$ cat src/rtl/lock_ctrl_fsm_pkg.sv
// lock_ctrl_fsm_pkg: state encoding, keypad constants and helpers shared by the lock controller
package lock_ctrl_fsm_pkg;
    typedef logic [3:0] digit_t;
    localparam logic [2:0] S_IDLE        = 3'd0;
    localparam logic [2:0] S_ENTRY       = 3'd1;
    localparam logic [2:0] S_CHECK       = 3'd2;
    localparam logic [2:0] S_UNLOCK      = 3'd3;
    localparam logic [2:0] S_SET_COLLECT = 3'd4;
    localparam logic [2:0] S_SET_WRITE   = 3'd5;
    localparam logic [2:0] S_LOCKOUT     = 3'd6;
    localparam digit_t KEY_CLEAR_MIN = 4'd10;
    localparam int NUM_DIGITS = 4;
    function automatic logic is_clear(input digit_t k);
        return k >= KEY_CLEAR_MIN;
    endfunction
endpackage

$ cat src/rtl/lock_ctrl_fsm_timer.sv
// lock_timer: loadable down-counter that parks at zero and flags expiry
module lock_timer #(
    parameter int W = 11
) (
    input  logic         clk,
    input  logic         rst,
    input  logic         load,
    input  logic [W-1:0] load_val,
    input  logic         en,
    output logic         expired
);
    logic [W-1:0] cnt;
    // reload on request, otherwise count down and hold at zero
    always_ff @(posedge clk or posedge rst) begin
        if (rst)
            cnt <= '0;
        else if (load)
            cnt <= load_val;
        else if (en && cnt != '0)
            cnt <= cnt - W'(1);
    end
    assign expired = cnt == '0;
endmodule

$ cat src/rtl/lock_ctrl_fsm.sv
// lock_ctrl_fsm: keypad code entry, compare, unlock/lockout timing and password-change write sequencing
module lock_ctrl_fsm
    import lock_ctrl_fsm_pkg::*;
#(
    parameter int MAX_FAIL       = 3,
    parameter int LOCKOUT_CYCLES = 1000,
    parameter int UNLOCK_CYCLES  = 500,
    parameter int TIMEOUT_CYCLES = 2000
) (
    input  logic       clk,
    input  logic       rst,
    input  logic       key_valid,
    input  logic [3:0] key_value,
    input  logic       set_req,
    input  logic       lock_req,
    input  logic [3:0] pwd0,
    input  logic [3:0] pwd1,
    input  logic [3:0] pwd2,
    input  logic [3:0] pwd3,
    output logic       pwd_clr,
    output logic       pwd_set,
    output logic       pwd_wr_en,
    output logic [3:0] pwd_wr_data,
    output logic       unlocked,
    output logic       locked_out,
    output logic       busy,
    output logic       err_pulse,
    output logic       set_done,
    output logic [3:0] fail_cnt
);
    localparam int LU   = LOCKOUT_CYCLES > UNLOCK_CYCLES ? LOCKOUT_CYCLES : UNLOCK_CYCLES;
    localparam int MAXC = LU > TIMEOUT_CYCLES ? LU : TIMEOUT_CYCLES;
    localparam int TW   = MAXC > 1 ? $clog2(MAXC) : 1;

    logic [2:0]    state_q, state_d;
    digit_t        entry [NUM_DIGITS];
    digit_t        nw    [NUM_DIGITS];
    logic [2:0]    digit_cnt;
    logic          kd, kc, match, last_digit;
    logic [3:0]    fail_inc;
    logic          tm_load, tm_exp;
    logic [TW-1:0] tm_val;

    assign kd         = key_valid && !is_clear(key_value);
    assign kc         = key_valid && is_clear(key_value);
    assign last_digit = digit_cnt == 3'(NUM_DIGITS - 1);
    assign match      = entry[0] == pwd0 && entry[1] == pwd1 && entry[2] == pwd2 && entry[3] == pwd3;
    assign fail_inc   = fail_cnt >= 4'(MAX_FAIL) ? fail_cnt : fail_cnt + 4'd1;

    // next-state selection; keypad priority inside each state follows digit > CLEAR > timer
    always_comb begin
        state_d = state_q;
        case (state_q)
            S_IDLE:        state_d = kd ? S_ENTRY : S_IDLE;
            S_ENTRY:       state_d = (kd && last_digit) ? S_CHECK : (kc || (!kd && tm_exp)) ? S_IDLE : S_ENTRY;
            S_CHECK:       state_d = match ? S_UNLOCK : (fail_inc == 4'(MAX_FAIL)) ? S_LOCKOUT : S_IDLE;
            S_UNLOCK:      state_d = set_req ? S_SET_COLLECT : (lock_req || kc || tm_exp) ? S_IDLE : S_UNLOCK;
            S_SET_COLLECT: state_d = (kd && last_digit) ? S_SET_WRITE : (kc || (!kd && tm_exp)) ? S_UNLOCK : S_SET_COLLECT;
            S_SET_WRITE:   state_d = digit_cnt == 3'(NUM_DIGITS) ? S_IDLE : S_SET_WRITE;
            S_LOCKOUT:     state_d = tm_exp ? S_IDLE : S_LOCKOUT;
            default:       state_d = S_IDLE;
        endcase
    end

    // one shared timer: restarted on every state change and on each accepted digit
    assign tm_load = (state_d != state_q) || (kd && (state_q == S_ENTRY || state_q == S_SET_COLLECT));
    assign tm_val  = state_d == S_UNLOCK  ? TW'(UNLOCK_CYCLES - 1) :
                     state_d == S_LOCKOUT ? TW'(LOCKOUT_CYCLES - 1) : TW'(TIMEOUT_CYCLES - 1);

    lock_timer #(.W(TW)) u_timer (
        .clk      (clk),
        .rst      (rst),
        .load     (tm_load),
        .load_val (tm_val),
        .en       (1'b1),
        .expired  (tm_exp)
    );

    // state register plus digit capture, failure counting and result pulses
    always_ff @(posedge clk or posedge rst) begin
        if (rst) begin
            state_q   <= S_IDLE;
            entry     <= '{default: '0};
            nw        <= '{default: '0};
            digit_cnt <= '0;
            fail_cnt  <= '0;
            err_pulse <= 1'b0;
            set_done  <= 1'b0;
        end else begin
            state_q   <= state_d;
            err_pulse <= 1'b0;
            set_done  <= 1'b0;
            case (state_q)
                S_IDLE: begin
                    if (kd) begin
                        entry[0]  <= key_value;
                        digit_cnt <= 3'd1;
                    end
                end
                S_ENTRY: begin
                    if (kd) begin
                        entry[digit_cnt[1:0]] <= key_value;
                        digit_cnt             <= digit_cnt + 3'd1;
                    end else if (!kc && tm_exp) begin
                        err_pulse <= 1'b1;
                    end
                end
                S_CHECK: begin
                    fail_cnt  <= match ? 4'd0 : fail_inc;
                    err_pulse <= !match;
                end
                S_UNLOCK: digit_cnt <= '0;
                S_SET_COLLECT: begin
                    if (kd) begin
                        nw[digit_cnt[1:0]] <= key_value;
                        digit_cnt          <= last_digit ? 3'd0 : digit_cnt + 3'd1;
                    end else if (kc || tm_exp) begin
                        nw        <= '{default: '0};
                        err_pulse <= !kc;
                    end
                end
                S_SET_WRITE: begin
                    digit_cnt <= digit_cnt + 3'd1;
                    set_done  <= digit_cnt == 3'(NUM_DIGITS);
                end
                S_LOCKOUT: begin
                    if (tm_exp)
                        fail_cnt <= '0;
                end
                default: ;
            endcase
        end
    end

    // SET_WRITE: step 0 re-initialises storage, steps 1..4 write the shadow digits in order
    assign pwd_set     = state_q == S_SET_WRITE;
    assign pwd_clr     = pwd_set && digit_cnt == 3'd0;
    assign pwd_wr_en   = pwd_set && digit_cnt != 3'd0 && digit_cnt <= 3'(NUM_DIGITS);
    assign pwd_wr_data = pwd_wr_en ? nw[2'(digit_cnt - 3'd1)] : 4'd0;
    assign unlocked    = state_q == S_UNLOCK || state_q == S_SET_COLLECT || state_q == S_SET_WRITE;
    assign locked_out  = state_q == S_LOCKOUT;
    assign busy        = state_q == S_CHECK || state_q == S_SET_WRITE || state_q == S_LOCKOUT;
endmodule

$ cat config.mk
export PLATFORM = sky130hd
export DESIGN_NAME = lock_ctrl_fsm
export DESIGN_NICKNAME = d
export VERILOG_FILES = /design/src/rtl/lock_ctrl_fsm_pkg.sv /design/src/rtl/lock_ctrl_fsm_timer.sv /design/src/rtl/lock_ctrl_fsm.sv
export SDC_FILE = /design/constraint.sdc
export NUM_CORES = 1
export LEC_CHECK = 0
export CORE_ASPECT_RATIO = 1.1
export CORE_MARGIN = 8
export CORE_UTILIZATION = 30
export DETAILED_ROUTE_END_ITERATION = 10
export PLACE_DENSITY = 0.61
export SYNTH_ARGS = -nofsm -noshare
export SYNTH_HDL_FRONTEND = slang
export SYNTH_SLANG_ARGS = --single-unit
$ cat constraint.sdc
create_clock -name clk -period 5.3 [get_ports clk]
set_clock_uncertainty 0.2 [all_clocks]
set_input_delay 1.06 -clock clk [delete_from_list [all_inputs] [get_ports clk]]
set_output_delay 1.06 -clock clk [all_outputs]
set_load 0.05 [all_outputs]
congestion_map.png
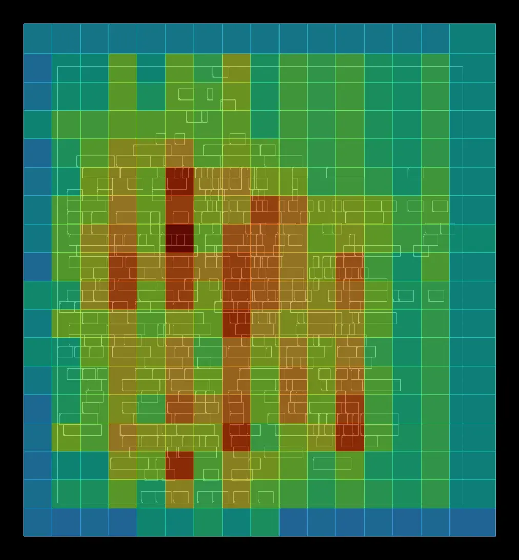
met2 usage in global routing: 18.43%
detail-routed net length per standard cell: 15.75 um
busiest layer in global routing: met2

gates.png
Scale: 3 px per um.
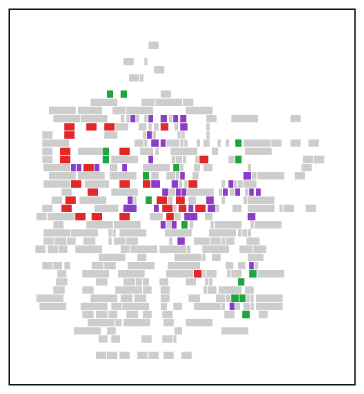
Key: red = non-inverting ao/oa cells [cells 27]; green = and/or cells [cells 15]; purple = aoi and oai cells [cells 39, where centre]
multi-input gate share of the layout cell area: 43.53%
final cell count without fillers: 486
leading cell type in the layout, fill and taps excluded: sky130_fd_sc_hd__dfrtp_1

class_map.png
Scale: 3 px per um. Fill, decap, tap and diode cells in grey.
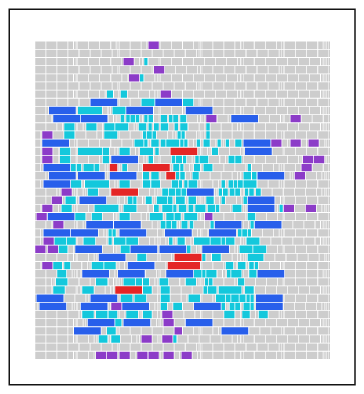
Key: red = clock drivers and dummy loads [cells 8]; purple = remaining buffers and delay cells [cells 42]; cyan = remaining logic cells [cells 238]; blue = registers [cells 55]
final core utilization: 37.22%
Row Count: 39
Std-Cell Core Area: 10440 um^2
fraction of area in registers: 35.42%
area of all placed cells without fillers: 3886 um^2

m3.png
Scale: 4 px per um.
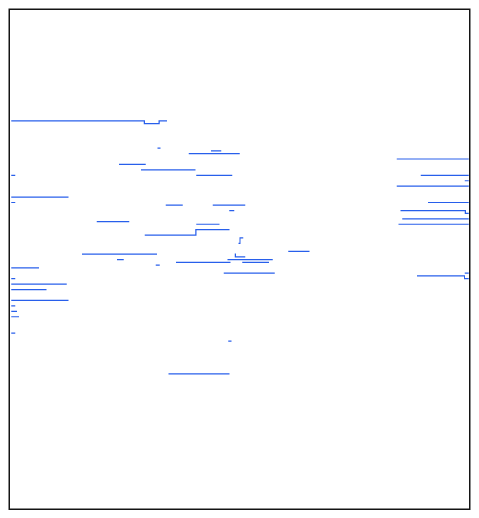
The layer carries 407 um of wire. The wires run mostly horizontal.
met3 Use GR: 2.328%
total number of vias: 2490

sizing.png
Scale: 3 px per um.
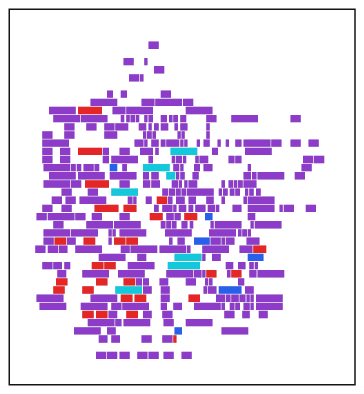
Key: blue = x3 and x4 [cells 6, share 1.7%]; cyan = x6 and larger [cells 7, share 2.0%]; red = x2 [cells 29, share 8.5%]; purple = x1 and smaller [cells 301, share 88%]

==> notes.md <==
flow finished, numbers: result of the run completed, Floorplan Nets 344, unrepaired setup endpoints after global routing no, maximum number of pins on one net before global-route repair approximately 56, FMAX 246.9 MHz, library cell with the largest summed area after synthesis sky130_fd_sc_hd__dfrtp_1, OpenROAD warning count 31, average instance area after synthesis a little over 10 um^2, total number of nets in the final design 376, Final setup violation count 0, Num Clock Sinks 55, combined global-route utilization of all metal layers ~11%, Clock H-tree levels 2, VDD IR-drop max 0.2198 mV, port bufs 40, Yosys cell types 52, instance count of the mapped netlist 310, fraction of synthesized cell area taken by the top area cell type 42.77%, clock insertion delay at the later pin of the skew report 290 ps, EDFF count, synth 0, clock-pin transition on the worst setup and hold timing paths 70 ps, Die Y-Extent 124.6 um, share of synthesized registers carrying an async set or reset 100.0%, die extent in x about 110 um, Area Growth Syn to Fin 20.76%, fraction of layout cells with a size suffix above 1 about an eighth, hold violation total from the final report 0, reported leakage power 1.651 nW, hold buffer count at cts 0, setup fix buffers added after clock tree synthesis 0, largest driver fanout on the critical path 9, initial standard-cell utilization of the core 30.82%, final worst path period need 4050 ps, worst rel slew slack 53.69%, number of iterations in the first detailed-routing pass 4, clk buf depth 2, Resized cells post-CTS 0, Top cells by area sky130_fd_sc_hd__dfrtp_1, sky130_fd_sc_hd__mux2_2, sky130_fd_sc_hd__a32o_1, sky130_fd_sc_hd__xor2_1, sky130_fd_sc_hd__nand2_1, max-slew violation total from the final report 0, Critical Path Sink Type primary output, yosys cell count between 300 and 400, Max-cap violations 0, Vias per Instance 5.123, Seq share, synth a little over two fifths, CTS tree done, placer's final routability congestion estimate 0.7936, prevailing post-synth register cell sky130_fd_sc_hd__dfrtp_1, total clock buffers created by CTS 5, number of global-route vias before repair 2567, Cell Pwr Density between 500 and 600 nW/um^2, arrival time of the worst setup path between 2000 and 3000 ps, antenna violation net count after detailed routing 0, number of placed I/O pins just over 40, total global routing overflow 0, Fillers 1103, required arrival time at the worst endpoint 4040 ps, first-pass GRT wire length approximately 13000 um, transition time of the tightest slew-check pin approximately 690 ps, number of storage elements in the synthesis netlist 55, top library cells by usage in the layout, fill and taps aside sky130_fd_sc_hd__dfrtp_1, sky130_fd_sc_hd__clkdlybuf4s50_1, sky130_fd_sc_hd__nand2_1, sky130_fd_sc_hd__mux2_2, sky130_fd_sc_hd__xor2_1, cell area after placement 3715 um^2, Ys Warns 0, Die Size 14300 um^2, iteration-0 DRC count of the detailed router 121, category of the worst setup path launch point flop, sum of net half-perimeters after detailed placement 5701 um, number of remaining DRC errors 0, worst hold path class flop to flop, CTS root buffer sky130_fd_sc_hd__clkbuf_16, final total negative setup slack 0 ps, Crit Path Category flop to primary output, antenna cell count 0, hold slack final a little under 300 ps, fraction of the cycle the final worst path needs 76.42%, yosys-reported design area after synthesis between 3000 and 4000 um^2, antenna violations before repair 0, detailed-route wire length 7655 um, area of the mapped netlist 3218 um^2
final timing paths:
path	from	end	slack, ps	cells past startpoint
max	digit_cnt[0]	pwd_wr_data[1]	1250	5
min	nw[6]	nw[6]	290	1
max reg2reg	state_q[2]	u_timer.cnt[4]	1950	8
min reg2reg	nw[6]	nw[6]	290	1
max in group asynchronous	rst	digit_cnt[0]	3370	3
min in group asynchronous	rst	u_timer.cnt[4]	1080	3
state kept, by name, indices dropped and copies added, names as in the netlist:
name / flops
entry: 16
nw: 16
u_timer.cnt: 11
fail_cnt: 4
digit_cnt: 3
state_q: 3
err_pulse: 1
set_done: 1
per-layer routing:
metal  track usage (%)  wire length (um)
met1             14.21              3482
met2             18.43              3679
met3             2.328               406
met4             3.096                86
met5                 0                 0
report_power, final:
group	switching, W	leakage (nW)	internal [W]
Sequential	0.000178	0.676	0.000587
Combinational	0.000460	0.894	0.000419
Clock	0.000158	0.0804	0.000225
cell families after synthesis:
group,after synthesis,synth area share [%]
adders and majority gates,9,3.499
and+or+nand+nor,98,16.37
buffers and inverters,31,4.666
DFF,55,42.77
muxes,27,10.93
xor gates and xnor gates,24,6.532
AOI/OAI and AO/OA,66,15.24
stage by stage:
stage	setup slack (ps)	cells	util, %	total power (W)
detailed placement	1080	478	35.57	0.001654
finish	1250	486	37.22	0.002028
CTS	1203	486	37.22	0.002044
floorplan	1922	310	-	0.001432
global route	1025	486	37.22	0.002164
global placement	1146	478	35.57	0.001636
area by class of cell:
type	count	area [um^2]	share of cell area, %
Clock buffer	5	125.1	3.220
Clock inverter	3	46.29	1.191
Inverter	14	52.55	1.352
Multi-Input combinational cell	224	1692	43.53
Sequential cell	55	1376	35.42
Tap cell	143	178.9	4.604
Timing Repair Buffer	42	415.4	10.69
critical path, stage by stage (launching register included):
cell and delay (ps):
sky130_fd_sc_hd__dfrtp_1 610, sky130_fd_sc_hd__inv_1 120, sky130_fd_sc_hd__ha_1 340, sky130_fd_sc_hd__xnor2_1 370, sky130_fd_sc_hd__and3_1 240, sky130_fd_sc_hd__clkdlybuf4s50_1 810
cells in the mapped netlist (5+ instances only):
master,instances
sky130_fd_sc_hd__a32o_1,16
sky130_fd_sc_hd__xnor2_1,7
sky130_fd_sc_hd__clkbuf_1,8
sky130_fd_sc_hd__a21oi_1,11
sky130_fd_sc_hd__nand2b_1,5
sky130_fd_sc_hd__inv_1,14
sky130_fd_sc_hd__nand2_1,34
sky130_fd_sc_hd__o21ai_0,14
sky130_fd_sc_hd__nor3_1,6
sky130_fd_sc_hd__ha_1,9
sky130_fd_sc_hd__dfrtp_1,55
sky130_fd_sc_hd__nor4_1,6
sky130_fd_sc_hd__nor2_1,15
sky130_fd_sc_hd__and3_1,7
sky130_fd_sc_hd__xor2_1,17
sky130_fd_sc_hd__mux2_2,17
Power and IR drop assume default switching activity.
